$ cat src/rtl/conv_layer_sequencer_if.sv
// Bundle between the conv-layer sequencer, its upstream pixel source and the conv layer.
// The master modport is the environment side; the slave modport is the sequencer.
interface conv_layer_sequencer_if #(
  parameter int ch_in = 64,
  parameter int w_in  = 32,
  parameter int fold  = 1
);
  localparam int FL = (fold > 1) ? $clog2(fold) : 1;
  localparam int CW = $clog2(w_in);

  logic [ch_in-1:0] in_act;
  logic             in_valid;
  logic             in_ready;

  logic [ch_in-1:0] stream_act;
  logic             stream_act_en;
  logic [FL-1:0]    fold_add;
  logic             stream_maxpool_en;

  logic             out_valid;
  logic [CW-1:0]    out_row;
  logic [CW-1:0]    out_col;
  logic             frame_done;

  modport master (
    output in_act, in_valid,
    input  in_ready,
    input  stream_act, stream_act_en, fold_add, stream_maxpool_en,
    input  out_valid, out_row, out_col, frame_done
  );

  modport slave (
    input  in_act, in_valid,
    output in_ready,
    output stream_act, stream_act_en, fold_add, stream_maxpool_en,
    output out_valid, out_row, out_col, frame_done
  );
endinterface

$ cat src/rtl/conv_layer_sequencer.sv
// Per-pixel sequencer for a folded conv layer: load, fold passes, drain, result strobe.
// Optional 2x2 maxpool sequencing is enabled by defining CONV_SEQ_MAXPOOL_EN.
module conv_layer_sequencer #(
  parameter int ch_in = 64,
  parameter int w_in  = 32,
  parameter int fold  = 1
) (
  input  logic                  clk,
  input  logic                  reset,
  input  logic                  flush,
  conv_layer_sequencer_if.slave bus
);
  localparam int FL = (fold > 1) ? $clog2(fold) : 1;
  localparam int CW = $clog2(w_in);

  localparam logic [FL-1:0] FOLD_LAST = FL'(fold - 1);
  localparam logic [CW-1:0] EDGE      = CW'(w_in - 1);

  typedef enum logic [1:0] {
    IDLE  = 2'd0,
    LOAD  = 2'd1,
    FOLD  = 2'd2,
    DRAIN = 2'd3
  } state_t;

  state_t           state;
  state_t           state_nxt;
  logic             armed;
  logic [FL-1:0]    fold_cnt;
  logic [CW-1:0]    row;
  logic [CW-1:0]    col;
  logic [ch_in-1:0] act_q;
  logic             out_valid_q;
  logic             frame_done_q;
  logic [CW-1:0]    out_row_q;
  logic [CW-1:0]    out_col_q;

  logic             accept;
  logic             drain_ok;
  logic             pool_hit;
  logic             frame_last;

  // Only pixels that close a 2x2 window produce a pooled result.
`ifdef CONV_SEQ_MAXPOOL_EN
  assign pool_hit = row[0] & col[0];
`else
  assign pool_hit = 1'b1;
`endif

  assign accept     = bus.in_valid && bus.in_ready;
  assign drain_ok   = (state == DRAIN) && !flush;
  assign frame_last = (row == EDGE) && (col == EDGE);

  // NOTE: every output of a combinational block gets a default first, so no path can infer a latch.
  always_comb begin
    state_nxt             = state;
    bus.in_ready          = 1'b0;
    bus.stream_act_en     = 1'b0;
    bus.fold_add          = '0;
    bus.stream_maxpool_en = 1'b0;

    unique case (state)
      IDLE: begin
        bus.in_ready = armed && !flush;
        if (bus.in_valid && armed && !flush) state_nxt = LOAD;
      end
      LOAD: begin
        bus.stream_act_en = 1'b1;
        state_nxt         = FOLD;
      end
      FOLD: begin
        bus.fold_add = fold_cnt;
        if (fold_cnt == FOLD_LAST) state_nxt = DRAIN;
      end
      DRAIN: begin
`ifdef CONV_SEQ_MAXPOOL_EN
        bus.stream_maxpool_en = 1'b1;
`endif
        state_nxt = IDLE;
      end
      default: state_nxt = IDLE;
    endcase

    if (flush) state_nxt = IDLE;
  end

  // NOTE: clocked state uses non-blocking assignments so every flop samples pre-edge values.
  always_ff @(posedge clk or negedge reset) begin
    if (!reset) begin
      state <= IDLE;
      armed <= 1'b0;
    end else begin
      state <= state_nxt;
      armed <= 1'b1;
    end
  end

  // Fold index counts only while in FOLD and is parked at 0 everywhere else.
  always_ff @(posedge clk or negedge reset) begin
    if (!reset) begin
      fold_cnt <= '0;
    end else if ((state == FOLD) && !flush && (fold_cnt != FOLD_LAST)) begin
      fold_cnt <= fold_cnt + 1'b1;
    end else begin
      fold_cnt <= '0;
    end
  end

  // Raster position of the pixel currently in flight; advances as DRAIN ends.
  always_ff @(posedge clk or negedge reset) begin
    if (!reset) begin
      row <= '0;
      col <= '0;
    end else if (flush) begin
      row <= '0;
      col <= '0;
    end else if (state == DRAIN) begin
      if (col == EDGE) begin
        col <= '0;
        row <= (row == EDGE) ? '0 : row + 1'b1;
      end else begin
        col <= col + 1'b1;
      end
    end
  end

  // NOTE: the activation register is a single wide flop, not a memory, and its reset value is visible on stream_act.
  always_ff @(posedge clk or negedge reset) begin
    if (!reset) begin
      act_q <= '0;
    end else if (accept) begin
      act_q <= bus.in_act;
    end
  end

  // Result strobe and coordinates are registered off DRAIN, so they appear one cycle later.
  always_ff @(posedge clk or negedge reset) begin
    if (!reset) begin
      out_valid_q  <= 1'b0;
      frame_done_q <= 1'b0;
      out_row_q    <= '0;
      out_col_q    <= '0;
    end else begin
      out_valid_q  <= drain_ok && pool_hit;
      frame_done_q <= drain_ok && pool_hit && frame_last;
      if (drain_ok && pool_hit) begin
        out_row_q <= row;
        out_col_q <= col;
      end
    end
  end

  assign bus.stream_act = act_q;
  assign bus.out_valid  = out_valid_q;
  assign bus.frame_done = frame_done_q;
  assign bus.out_row    = out_row_q;
  assign bus.out_col    = out_col_q;

  // Push and pool strobes come from distinct states and must never overlap.
  assert property (@(posedge clk) disable iff (!reset)
    !(bus.stream_act_en && bus.stream_maxpool_en));

endmodule

$ cat src/flat_wrapper.sv
// flat-port wrapper written by rule: the top's interface ports become plain ports
module conv_layer_sequencer_flat 
#(
  parameter int ch_in = 64,
  parameter int w_in  = 32,
  parameter int fold  = 1
)
  (clk, reset, flush, bus_in_act, bus_in_valid, bus_in_ready, bus_stream_act, bus_stream_act_en, bus_fold_add, bus_stream_maxpool_en, bus_out_valid, bus_out_row, bus_out_col, bus_frame_done);
  conv_layer_sequencer_if #(.ch_in(ch_in), .w_in(w_in), .fold(fold)) bus_i ();
  input  logic clk;
  input  logic reset;
  input  logic flush;
  input wire logic [$bits(bus_i.in_act)-1:0] bus_in_act;
  input wire logic [$bits(bus_i.in_valid)-1:0] bus_in_valid;
  output wire logic [$bits(bus_i.in_ready)-1:0] bus_in_ready;
  output wire logic [$bits(bus_i.stream_act)-1:0] bus_stream_act;
  output wire logic [$bits(bus_i.stream_act_en)-1:0] bus_stream_act_en;
  output wire logic [$bits(bus_i.fold_add)-1:0] bus_fold_add;
  output wire logic [$bits(bus_i.stream_maxpool_en)-1:0] bus_stream_maxpool_en;
  output wire logic [$bits(bus_i.out_valid)-1:0] bus_out_valid;
  output wire logic [$bits(bus_i.out_row)-1:0] bus_out_row;
  output wire logic [$bits(bus_i.out_col)-1:0] bus_out_col;
  output wire logic [$bits(bus_i.frame_done)-1:0] bus_frame_done;
  assign bus_i.in_act = bus_in_act;
  assign bus_i.in_valid = bus_in_valid;
  assign bus_in_ready = bus_i.in_ready;
  assign bus_stream_act = bus_i.stream_act;
  assign bus_stream_act_en = bus_i.stream_act_en;
  assign bus_fold_add = bus_i.fold_add;
  assign bus_stream_maxpool_en = bus_i.stream_maxpool_en;
  assign bus_out_valid = bus_i.out_valid;
  assign bus_out_row = bus_i.out_row;
  assign bus_out_col = bus_i.out_col;
  assign bus_frame_done = bus_i.frame_done;
  conv_layer_sequencer #(.ch_in(ch_in), .w_in(w_in), .fold(fold)) u_core (.clk(clk), .reset(reset), .flush(flush), .bus(bus_i));
endmodule
$ cat config.mk
export PLATFORM = sky130hd
export DESIGN_NAME = conv_layer_sequencer_flat
export DESIGN_NICKNAME = d
export VERILOG_FILES = /design/src/rtl/conv_layer_sequencer_if.sv /design/src/rtl/conv_layer_sequencer.sv /design/src/flat_wrapper.sv
export SDC_FILE = /design/constraint.sdc
export NUM_CORES = 1
export LEC_CHECK = 0
export CORE_ASPECT_RATIO = 2
export CORE_MARGIN = 10
export CORE_UTILIZATION = 45
export CTS_CLUSTER_SIZE = 10
export DETAILED_ROUTE_END_ITERATION = 12
export PLACE_DENSITY = 0.83
export SLEW_MARGIN = 10
export SYNTH_ARGS = -nofsm -noshare
export SYNTH_HDL_FRONTEND = slang
export SYNTH_SLANG_ARGS = --single-unit
$ cat constraint.sdc
create_clock -name clk -period 3.3 [get_ports clk]
set_input_delay 0.66 -clock clk [delete_from_list [all_inputs] [get_ports clk]]
set_output_delay 0.66 -clock clk [all_outputs]
set_load 0.005 [all_outputs]
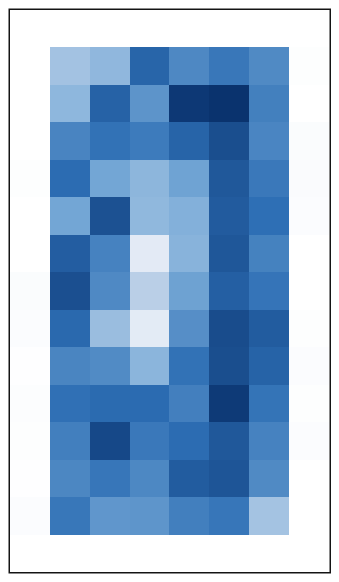
*Local utilization, run 1*
The die is cut into 8 by 15 equal tiles; white is low, dark blue is high, 0 to 100% covered.
emptiest ninth of the die: top left
tiles over 75% full: 23%
mean over tiles: 44%
fullest tile: 99%
nearly empty tiles: 33%
area of the core region: 7890 um^2
utilization after layout: 69.3%

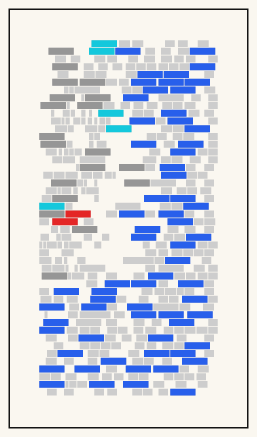
*Sequential cells grouped by signal name, run 1*
Other sequential cells in the stronger gray, the rest of the logic in the fainter gray.
| color | name in the netlist | placed flops |
|---|---|---|
| red | u_core.state | 2 |
| cyan | u_core.bus.out_row | 5 |
| blue | u_core.bus.stream_act | 64 |
Flop area: 2250 um^2
reported sequential group power: 1.74 mW
Seq/total area: 41.2%

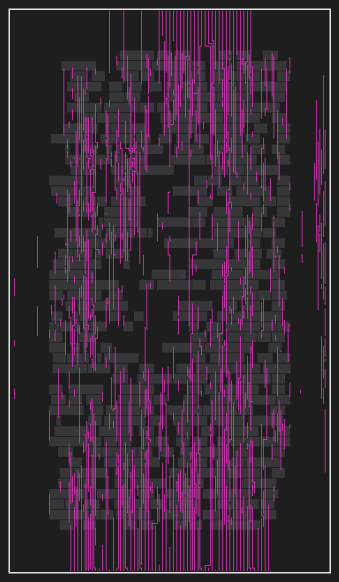
*Signal wires on met2, run 1*
main direction: vertical
longest straight run: 58.6 um
nets with wire on the layer: 438
final routed wirelength across all metal layers: 9710 um
met2 GRT Util: 30.2%
detailed-route via count: 2455

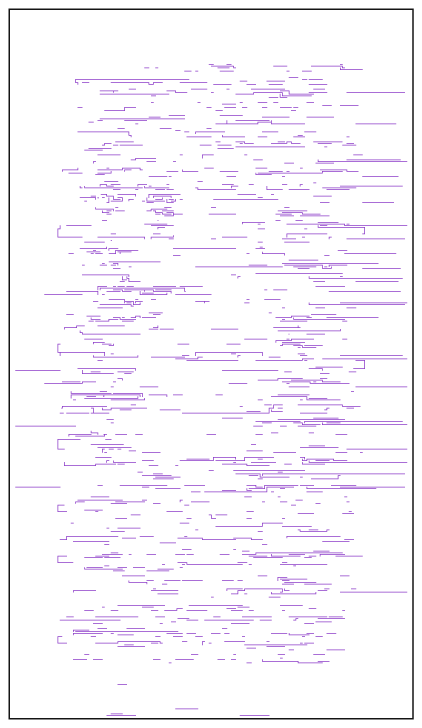
*Metal 1, run 1*
share of all routed wire: 33%
main direction: horizontal
wire length on this layer: 3170 um
longest straight run: 29.4 um
nets with wire on the layer: 414
met1 usage in global routing: 14.8%

==> run notes, run 1 <==
The flow run is done. Leaving out fill and tap cells, the most frequent cell in the layout is clkdlybuf4s50_1. The CTS report gives the tree buffer count as 9. Internal power comes to 3.31 mW. In this run, flip-flops and latches consume 39.3% of the power. The run finished with clean final reports. Largest fanout on the critical path landed at 2. Dividing the detail-routed wire length by the instance count gives 19.7 um. Setup repair after global routing left no endpoint under its margin.

Per the cell usage report, the commonest logic cells after layout are 145 x clkdlybuf4s50_1, 90 x dfrtp_1, 74 x mux2_2. The initial antenna violation count is 1. According to the CTS report, the clock sink count is 90.

Clock share of power landed at 24.3%. Synthesis warning total landed at 0. The critical path in the final layout is reported with a setup slack of 858 ps.

Combinational group share of total power landed at 36.4%. Number of warnings in the stage logs landed at 30. According to the I/O placement log, the pin count is 148. Worst-case hold slack landed at approximately 380 ps. Post-cts hold-fix buffer tally landed at 0. The script computed a power per unit cell area of between 800 and 900 nW/um^2. Number of buffers on the longest clock path landed at 2. Looking at the max-slew report, the worst-margin pin has a slew of 774 ps. The final layout contains 469 nets.

Y dimension of the die landed at between 100 and 150 um. The share of the Yosys chip area taken by registers is approximately 63%. The horizontal die dimension reported for this design is 83.2 um. The cell area that synthesis handed to floorplanning was between 3000 and 4000 um^2. The leakage component of the power was reported as 2.42 nW.

Max-slew violation total from the final report landed at 0. Per the GRT congestion report, total overflow comes to 0. The tree is rooted in a clkbuf_16. Total routing usage reported by global routing landed at roughly 16%.

Number of iterations in the first detailed-routing pass landed at 4. The number of maximum-capacitance violations recorded for the run is 0. Distinct cell type count of the synthesized netlist landed at 28. In this run, synthesis produced a sequential element count of around 90. The number of global-route vias before repair is roughly 2700. Minimum clock period landed at 2440 ps.

Area growth from synthesis to layout landed at 51.9%. Post-CTS setup repair buffer count landed at 0. After technology mapping, the gate count stands at about 240. The arrival time of data at the worst endpoint is listed as 1780 ps.

Full die area landed at 12200 um^2. The final timing report lists a hold violation count of 0.
run 1: power by group through the flow:
stage / sequential, mW / combinational [mW] / clock (mW)
after floorplan: 1.77 / 0.506 / 0
after global placement: 1.72 / 1.60 / 0
after detailed placement: 1.76 / 1.65 / 0
after CTS: 1.74 / 1.66 / 1.11
after global routing: 1.79 / 1.73 / 1.16
final: 1.74 / 1.61 / 1.07
run 1: critical path: stages:
cell and delay (ps):
clkdlybuf4s50_1 410, and3b_1 210, clkdlybuf4s50_1 500
run 1: through the flow:
| step | instances | power (mW) | instance area [um^2] |
|---|---|---|---|
| CTS | 492 | 4.50 | 5460 |
| global route | 493 | 4.67 | 5470 |
| floorplan | 241 | 2.27 | 3600 |
| finish | 493 | 4.42 | 5470 |
| detailed placement | 477 | 3.41 | 5140 |
| global placement | 477 | 3.32 | 5140 |
run 1: per-layer routing:
| layer | share of wire (%) | global-route usage (%) | wire, um |
|---|---|---|---|
| met3 | 5.5 | 4.62 | 529 |
| met2 | 60 | 30.2 | 5820 |
| met1 | 33 | 14.8 | 3170 |
| met5 | 0 | 0 | 0 |
| met4 | 1.9 | 7.45 | 185 |
run 1: layout make-up:
cell class                 count  area [um^2]
sequential                    90         2250
multi-input combinational    135         1260
clock buffer                  11          243
fill                         591         2420
inverter                       5         18.8
timing repair buffer         151         1500
clock inverter                 4         76.3
antenna                        1         2.50
tap                           96          120
run 1: Yosys cell counts:
master	instances	area, um^2
ha_1	9	113
and3_1	2	12.5
a21bo_2	1	10.0
mux2_2	74	833
or4_1	2	15.0
conb_1	2	7.51
a21oi_1	9	45.0
a31oi_1	2	12.5
o21ai_0	4	20.0
clkbuf_1	1	3.75
and3b_1	1	8.76
or3_2	1	7.51
and4bb_2	1	12.5
nand2b_1	1	6.26
nand2_1	4	15.0
or4b_1	1	10.0
mux2i_1	3	30.0
inv_1	5	18.8
a211oi_1	1	7.51
dfrtp_1	90	2250
and3_2	1	7.51
nand2_4	1	11.3
nand4b_1	1	8.76
nor2_1	7	26.3
a21o_1	1	7.51
buf_4	8	60.1
buf_2	2	10.0
nand3_1	5	25.0
run 1: path summary, 6_finish.rpt:
path | endpoint | cells after the start
max in group asynchronous | u_core.bus.stream_act[17] | 2
setup / recovery | bus_in_ready | 3
setup reg to reg | u_core.row[3] | 6
hold reg to reg | u_core.bus.out_col[1] | 1
min in group clk | u_core.bus.out_col[1] | 1
hold / removal | u_core.bus.stream_act[2] | 1
run 1: state kept, by name, indices dropped and copies added, names as in the netlist:
signal and flops:
u_core.row 5, u_core.bus.out_valid 1, u_core.state 2, u_core.bus.frame_done 1
u_core.bus.stream_act 64, u_core.fold_cnt 1, u_core.armed 1, u_core.bus.out_row 5
u_core.bus.out_col 5, u_core.col 5
run 1: logic make-up (layout without fill, tap and decap cells):
kind of cell             count (synthesis)  in the layout  synth area share, %
AND-OR/OR-AND                           18             18                 2.85
other                                    2              4                0.209
flip-flops                              90             90                 62.6
multiplexers                            77             77                 24.0
AND/OR/NAND/NOR                         28             28                 4.63
adder cells (fa/ha/maj)                  9              9                 3.13
buffers and inverters                   16            171                 2.57
### Cell placement, run 1

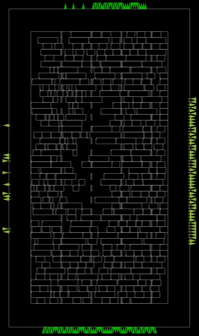

==> run 2: changes to the inputs <==
--- a/config.mk
+++ b/config.mk
@@ -7,10 +7,10 @@
 export LEC_CHECK = 0
 export CORE_ASPECT_RATIO = 2
 export CORE_MARGIN = 10
-export CORE_UTILIZATION = 45
+export CORE_UTILIZATION = 43
 export CTS_CLUSTER_SIZE = 10
 export DETAILED_ROUTE_END_ITERATION = 12
-export PLACE_DENSITY = 0.83
+export PLACE_DENSITY = 0.8
 export SLEW_MARGIN = 10
 export SYNTH_ARGS = -nofsm -noshare
 export SYNTH_HDL_FRONTEND = slang
==> constraint.sdc (replaced) <==
create_clock -name clk -period 2.54 [get_ports clk]
set_input_delay 0.508 -clock clk [delete_from_list [all_inputs] [get_ports clk]]
set_output_delay 0.508 -clock clk [all_outputs]
set_load 0.005 [all_outputs]
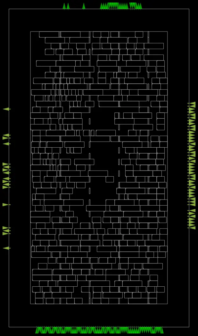
*Cell placement, run 2*
Tapcell Cnt: 98
number of core rows: 47
Seq/total area: 41.5%
Flops: 90
non-filler instance count after layout: 494

==> run notes, run 2 <==
The flow run is done. For the worst reg-to-reg path, the endpoint reported by OpenROAD is u_core.row[2]. Per the CTS log, the root buffer master is clkbuf_16. Placed instance count landed at 478.

After synthesis the cells add up to 3600 um^2. Met3 routing resource usage after global routing landed at under 10%. Met2 routing resource usage after global routing landed at roughly 30%.

TritonCTS created 9 clock buffers. Number of enable flip-flop cells landed at 0. Ranking logic cells in the layout by count gives the top entries 145 x clkdlybuf4s50_1, 90 x dfrtp_1, 74 x mux2_2. Measured slew at the worst slew-check pin landed at 601 ps. The global router reports that the layer with the highest usage is met2. The die is 84.7 um wide. Per the synth stats, the proportion of register bits with asynchronous set or reset is 100%. The main area contributors are dfrtp_1 63%, mux2_2 23%, ha_1 3.1%. Total grt overflow landed at 0. Clock share of power landed at 21.5%. Minimum clock period landed at 2260 ps.

Power per unit of standard cell area landed at 1020 nW/um^2. The chip occupies 12600 um^2. Number of cells produced by synthesis landed at between 200 and 250. Average routed wire per standard cell landed at 19.6 um.

The final antenna diode tally reported by the flow is 0. The warning tally printed by Yosys for this design is 0. Number of violations of the max-capacitance limit landed at 0. The number of clock sinks came to 90. Proportion of power drawn by flip-flops and latches landed at 40.6%. Number of nets in the final layout landed at 468. Of all nets on the critical path, the largest fanout is 4. The flow ran to the end, and the final reports show no timing, DRC or antenna violations. The logs give a warning total of 30. The number of global-route vias before repair is 2787. Total routing usage reported by global routing landed at 15.5%. Per the synthesis report, the dominant area consumer among library cells is dfrtp_1.
run 2: cell types whose count changed in the layout (fill, tap and decap cells not counted), moves of 2 or more:
cell / previous run / this run
clkbuf_1: 1 / 3
bufinv_16: 2 / 0
buf_12: 0 / 2
clkinv_2: 0 / 3
buf_4: 6 / 3
run 2: power by group through the flow:
stage          registers, mW  clock network, mW  logic (mW)
2_1_floorplan           2.30                  0       0.657
3_3_place_gp            2.25                  0        2.10
3_5_place_dp            2.28                  0        2.15
4_1_cts                 2.27               1.23        2.16
5_1_grt                 2.33               1.28        2.27
6_report                2.26               1.20        2.11
run 2: layout make-up:
type                    instances  area (um^2)  share of cell area (%)
clock inverters                 3         15.0                   0.277
inverters                       5         18.8                   0.346
flip-flops and latches         90         2250                    41.5
multi-input cells             135         1260                    23.1
clock buffers                  13          250                    4.61
repair buffers                150         1510                    27.9
well taps                      98          123                    2.26
run 2: how the worst max path moves through the flow:
stage,endpoint,depth (start not counted)
floorplan,u_core.col[3],5
global placement,u_core.bus.stream_act[15],5
detailed placement,u_core.bus.stream_act[30],5
CTS,bus_in_ready,4
global route,bus_fold_add,5
finish,bus_in_ready,4
run 2: through the flow:
step | utilization [%] | hold slack [ps] | instance area (um^2)
after floorplan | - | 212 | 3600
after global placement | 62.7 | 486 | 5160
after detailed placement | 62.7 | 492 | 5160
after CTS | 65.9 | 187 | 5430
after global routing | 65.9 | 209 | 5430
final | 65.9 | 169 | 5430
run 2: worst max-delay path: cells and delay by family, from the launching register on:
kind / cells / cell delay, ps
buffers and inverters: 2 / 630
adder cells (fa/ha/maj): 1 / 190
AND/OR/NAND/NOR: 1 / 170
flip-flops: 1 / 420
run 2: logic make-up (layout without fill, tap and decap cells):
group,Yosys count,count (layout),synth area share [%]
DFF,90,90,62.6
other,2,3,0.209
muxes,77,77,24.0
buffers and inverters,16,171,2.57
and+or+nand+nor,28,28,4.63
adders and majority gates,9,9,3.13
AOI/OAI and AO/OA,18,18,2.85
run 2: routing by layer:
layer	up-vias	part of all wire (%)
li1	1142	-
met1	1255	33
met2	77	59
met3	17	6.1
met4	0	2.2
met5	-	0
Power figures rest on the tool's default switching activity, not on a simulated workload.
